==> config.mk <==
export PLATFORM = sky130hd
export DESIGN_NAME = mux3_sel_arbiter
export DESIGN_NICKNAME = d
export VERILOG_FILES = /design/src/rtl/mux3_arb_pkg.sv /design/src/rtl/rr_pick3.sv /design/src/rtl/mux3_sel_arbiter.sv
export SDC_FILE = /design/constraint.sdc
export NUM_CORES = 1
export LEC_CHECK = 0
export ABC_AREA = 1
export CAP_MARGIN = 20
export CORE_AREA = 2 2 39 41
export DETAILED_ROUTE_END_ITERATION = 12
export DIE_AREA = 0 0 41 43
export PLACE_DENSITY_LB_ADDON = 0.15
export SKIP_LAST_GASP = 1
export SLEW_MARGIN = 20
export SYNTH_ARGS = -nofsm -noshare
export SYNTH_HDL_FRONTEND = slang
export SYNTH_HIERARCHICAL = 1
export SYNTH_SLANG_ARGS = --single-unit
export TNS_END_PERCENT = 1
==> constraint.sdc <==
create_clock -name clk -period 1.8 [get_ports clk]
set_input_delay 0.36 -clock clk [delete_from_list [all_inputs] [get_ports clk]]
set_output_delay 0.36 -clock clk [all_outputs]
set_load 0.03 [all_outputs]
**Run 1: local utilization**

Scale: 6 px per um. The die is cut into 8 by 9 equal tiles; black is low, pale yellow is high, 0 to 100% covered.
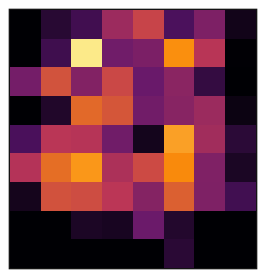
fullest tile: 95%
nearly empty tiles: 22%
mean over tiles: 29%
tiles over 75% full: 5.6%
fp_density: 28.4%
core footprint: 1380 um^2
Post-Route Utilization: 38.1%

**Run 1: a small window of the routed layout**

Region (8, 9) to (33, 34) um. Cells in gray, sequential cells in the stronger gray; small squares are vias.
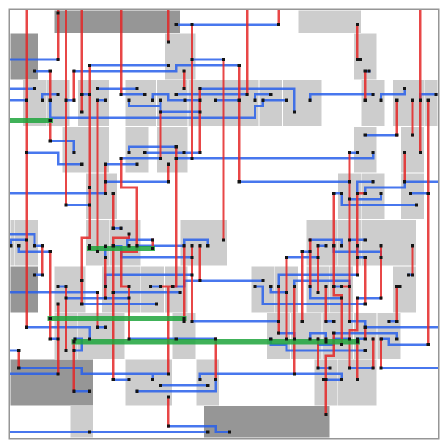
[M3] green
[M2] red
[M1] blue
sequential cells in the window: 2
most frequent: nand2_1 (14), nand3_1 (8), nor2_1 (7)
cells with their middle in the window: 53

**Run 1: clock nets**

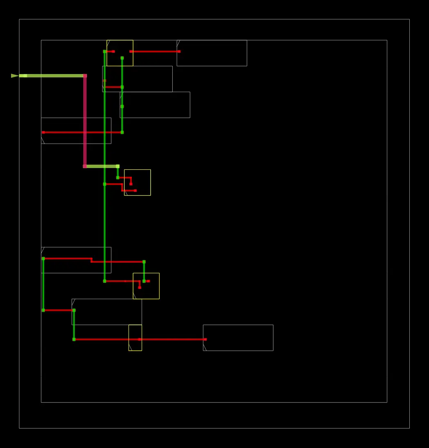
CLK BUF: 4
clock skew: 0.00629 ns
CTS Sinks: 7

==> flow_summary.toml, run 1 <==
# physical design summary
[worst_setup_path]
crit_required_ns = 1.44
critPathTopFamily = "buffers and inverters"
critPathCaptureType = "primary output"
path_depth = 1
max_stage_delay_ns = 0.69
cp_max_fo = 4
crit_slowest_cell = "clkdlybuf4s50_1"
reg2reg_depth = 8
critPathBufInv = 1
criticalPathCategory = "reg2out"
startpoint_type = "register"
regToRegSetupSlack_ns = 0.60
crit_chain = "clkdlybuf4s50_1"

[drt]
drc = 0
drt_iter0_drc = 7
avgRoutedWirePerCell_um = 10.5
wirelength_um = 920
antenna_left = 0
dr.pass1.iters = 4
vias_per_cell = 4.50

[timing]
rsz0062_at_grt = "false"
finalHoldViolCount = 0
finalSetupViolCount = 0
drv_slew = 0
min_period_ns = 1.68

[die]
ios = 13
dieArea_um2 = 1760
die-width_um = 41
die_h_um = 43

[yosys]
yosysWarnings = 6
ys_ff = 7
syn_nets = 66
netlist_instances = 60
ys_types = 16
top_cell_area_share_pct = 35.7
syn_avg_cell_area_um2 = 6.55
area_leaders = "dfxtp_1 (36%), nand2_1 (13%), nand3_1 (10%)"
yosysChipArea_um2 = 393
top_cell = "nand2_1"
edf_count = 0

[cts]
clk_latency_ns = 0.25
cts-root-buf = "clkbuf_4"
clockBufferDepth = 2
cts_tree = "yes"
htreeDepth = 1
post-cts-setup-buffer-count = 0
cts_resized = 0

[placement]
placement.io_buffers = 11

[global_routing]
grt_pass1_vias = 350
grt_antenna_before_repair = 0
grt_util_met3_pct = 1.57
gr-total-overflow = 0
grt_use_met2_pct = 14.7
grt_usage_pct = 11.6
grt_busiest_layer = "met1"

[cells_and_area]
drive_gt1_share_pct = 13.9
area_delta_synth_final_pct = 34.1
antennaDiodeCount = 0
fin_nets = 79

[power_and_ir_drop]
max-vdd-ir-drop_uv = 415
leakagePower_nw = 0.240

[worst_hold_path]
hold_path.class = "reg2reg"
whs_path_depth = 2

[flow_run]
cap_violations = 0
warnings = 26

[status]
outcome = "complete, no violations"
run 1: cell type report:
cell class              count  area, um^2
repair buffers             11         110
fillers                   163         857
flip-flops and latches      7         140
well taps                  16        20.0
clock buffers               4        26.3
multi-input cells          42         200
inverters                   8        30.0
run 1: metrics by stage:
step           area, um^2  power (mW)  worst slack, ns  std cells  hold WS (ns)
3_5_place_dp          500       0.343            0.148         84         0.476
5_1_grt               527       0.511           0.0631         88         0.533
6_report              527       0.482            0.123         88         0.492
2_1_floorplan         393       0.295            0.703         60         0.459
4_1_cts               527       0.489           0.0938         88         0.492
3_3_place_gp          500       0.343            0.164         84         0.473
run 1: logic make-up (layout without fill, tap and decap cells):
family | count (synthesis) | in the layout | synth area share (%)
compound gates | 5 | 5 | 7.96
flops | 7 | 7 | 35.7
simple gates | 36 | 36 | 42.0
other cells | 1 | 1 | 0.954
buf+inv | 11 | 23 | 13.4
run 1: metal layers:
layer	up-vias	wire length (um)
met4	0	9
met1	174	435
met5	-	0
met3	2	67
li1	207	-
met2	13	407
run 1: cell usage in the layout (no fill, tap or decap), drive strengths merged:
cell,Yosys,layout
clkdlybuf4s50,0,11
nand2,16,16
conb,1,1
clkbuf,0,4
inv,8,8
a21oi,4,4
nor3,1,1
nand3,8,8
o211ai,1,1
nand3b,1,1
dfxtp,7,7
nor2,10,10
run 1: power breakdown:
group | internal (mW) | total (mW) | switching [mW]
sequential | 0.173 | 0.192 | 0.0187
combinational | 0.0602 | 0.149 | 0.0886
clock | 0.0845 | 0.141 | 0.0568
total | 0.318 | 0.482 | 0.164
**Run 1: clock wires, drivers and flops**

Scale: 12 px per um.
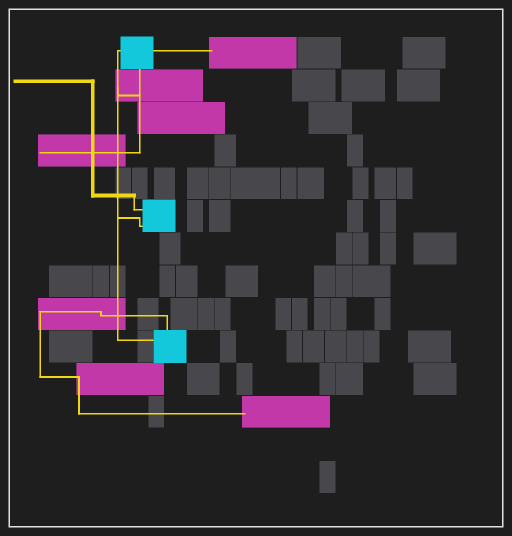

## Run 2: what changed since run 1
--- a/config.mk
+++ b/config.mk
@@ -11,6 +11,7 @@
 export DETAILED_ROUTE_END_ITERATION = 12
 export DIE_AREA = 0 0 41 43
 export PLACE_DENSITY_LB_ADDON = 0.15
+export SETUP_SLACK_MARGIN = 0.1
 export SKIP_LAST_GASP = 1
 export SLEW_MARGIN = 20
 export SYNTH_ARGS = -nofsm -noshare
**Run 2: clock wires, drivers and flops**

Scale: 12 px per um.
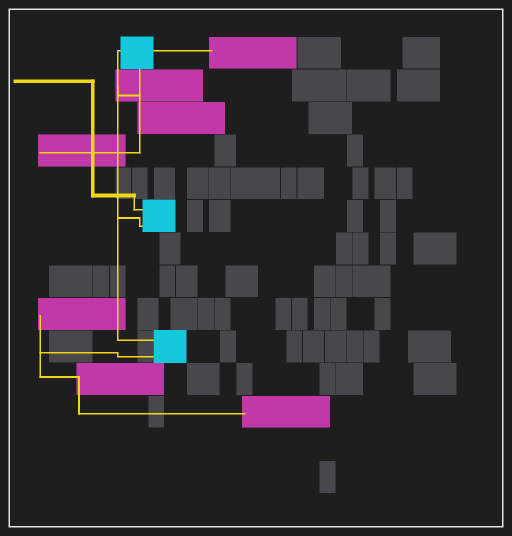
[flip-flops] magenta | count: 7
[clock wires] yellow | length: 116 um
[clock-net drivers] cyan | count: 3
routed clock nets: 4
Clock power frac: 29.3%
Clock Power: 140 uW
Late-Pin Clk Latency: 0.25 ns
clock skew: 0.00512 ns

==> flow_summary.toml, run 2 <==
# physical design summary
[status]
outcome = "complete, no violations"

[drt]
avgRoutedWirePerCell_um = 10.5
drt_iter0_drc = 7
vias_per_cell = 4.53
wirelength_um = 926

[worst_setup_path]
cp_max_fo = 4
critPathCaptureType = "primary output"
startpoint_type = "register"
critPathTopFamily = "buffers and inverters"
regToRegSetupSlack_ns = 0.60
critPathBufInv = 1
criticalPathCategory = "reg2out"

[cts]
post-cts-setup-buffer-count = 0
clock_sinks = 7
cts-root-buf = "clkbuf_4"
cts_tree = "yes"
cts_resized = 1

[power_and_ir_drop]
leakagePower_nw = 0.262
max-vdd-ir-drop_uv = 397

[cells_and_area]
drive_gt1_share_pct = 13.9
fin_cells = 88
area_delta_synth_final_pct = 34.4
final_layout_top_logic_cells = "nand2_1 (14), clkdlybuf4s50_1 (9), nand3_1 (8), nor2_1 (8), dfxtp_1 (7)"
lay_top_count = "nand2_1"
fin_nets = 79
seqCellArea_um2 = 140

[yosys]
top_cell = "nand2_1"
syn_nets = 66
edf_count = 0
top_cell_area_share_pct = 35.7
netlist_instances = 60

[global_routing]
grt_usage_pct = 11.6
grt_pass1_vias = 350

[timing]
drv_slew = 0
min_period_ns = 1.67
finalSetupViolCount = 0
finalHoldViolCount = 0
rsz0062_at_grt = "true"

[flow_run]
warnings = 27

[die]
ios = 13
die-width_um = 41
coreArea_um2 = 1380
fp_util_pct = 28.4

[placement]
placement.io_buffers = 11
placed_area_um2 = 500
place_ws_ns = 0.148

[worst_hold_path]
whs_path_depth = 2
hold_path.class = "reg2reg"
**Run 2: local utilization**

Scale: 6 px per um. The die is cut into 8 by 9 equal tiles; black is low, pale yellow is high, 0 to 100% covered.
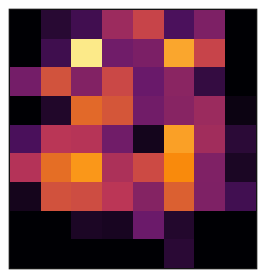
Post-Route Utilization: 38.2%

==> run 2: cell types whose count changed in the layout (fill, tap and decap cells not counted) <==
cell | previous run | this run
clkdlybuf4s50_1 | 11 | 9
dlymetal6s2s_1 | 0 | 1
dlygate4sd2_1 | 0 | 1
==> run 2: logic make-up (layout without fill, tap and decap cells) <==
| kind of cell | Yosys count | count (layout) | share of synthesized area, % |
|---|---|---|---|
| AOI/OAI and AO/OA | 5 | 5 | 7.96 |
| buffers and inverters | 11 | 23 | 13.4 |
| DFF | 7 | 7 | 35.7 |
| and+or+nand+nor | 36 | 36 | 42.0 |
| other | 1 | 1 | 0.954 |
==> run 2: per-stage QoR <==
stage               total power, mW  hold WS [ns]
CTS                           0.487         0.492
detailed placement            0.343         0.476
finish                        0.480         0.488
global route                  0.509         0.533
floorplan                     0.295         0.459
global placement              0.343         0.473
==> run 2: final cells by class <==
| type | count | share of cell area, % |
|---|---|---|
| Clock buffer | 4 | 4.98 |
| Inverter | 8 | 5.69 |
| Multi-Input combinational cell | 42 | 37.9 |
| Tap cell | 16 | 3.79 |
| Timing Repair Buffer | 11 | 21.1 |
| Sequential cell | 7 | 26.5 |
==> run 2: power breakdown <==
part           internal [mW]  switching [mW]  leakage [nW]
registers              0.173          0.0185        0.0579
clock network         0.0844          0.0560        0.0150
logic                 0.0586          0.0888         0.189
total                  0.316           0.163         0.262
==> run 2: per-layer routing <==
layer | global-route usage (%) | share of wire (%) | vias to the layer above | wire length (um)
li1 | - | - | 207 | -
met1 | 16.2 | 47 | 176 | 435
met2 | 14.7 | 44 | 14 | 410
met3 | 1.57 | 7.6 | 2 | 70
met4 | 10.0 | 0.97 | 0 | 9
met5 | 0 | 0 | - | 0
Power figures rest on the tool's default switching activity, not on a simulated workload.
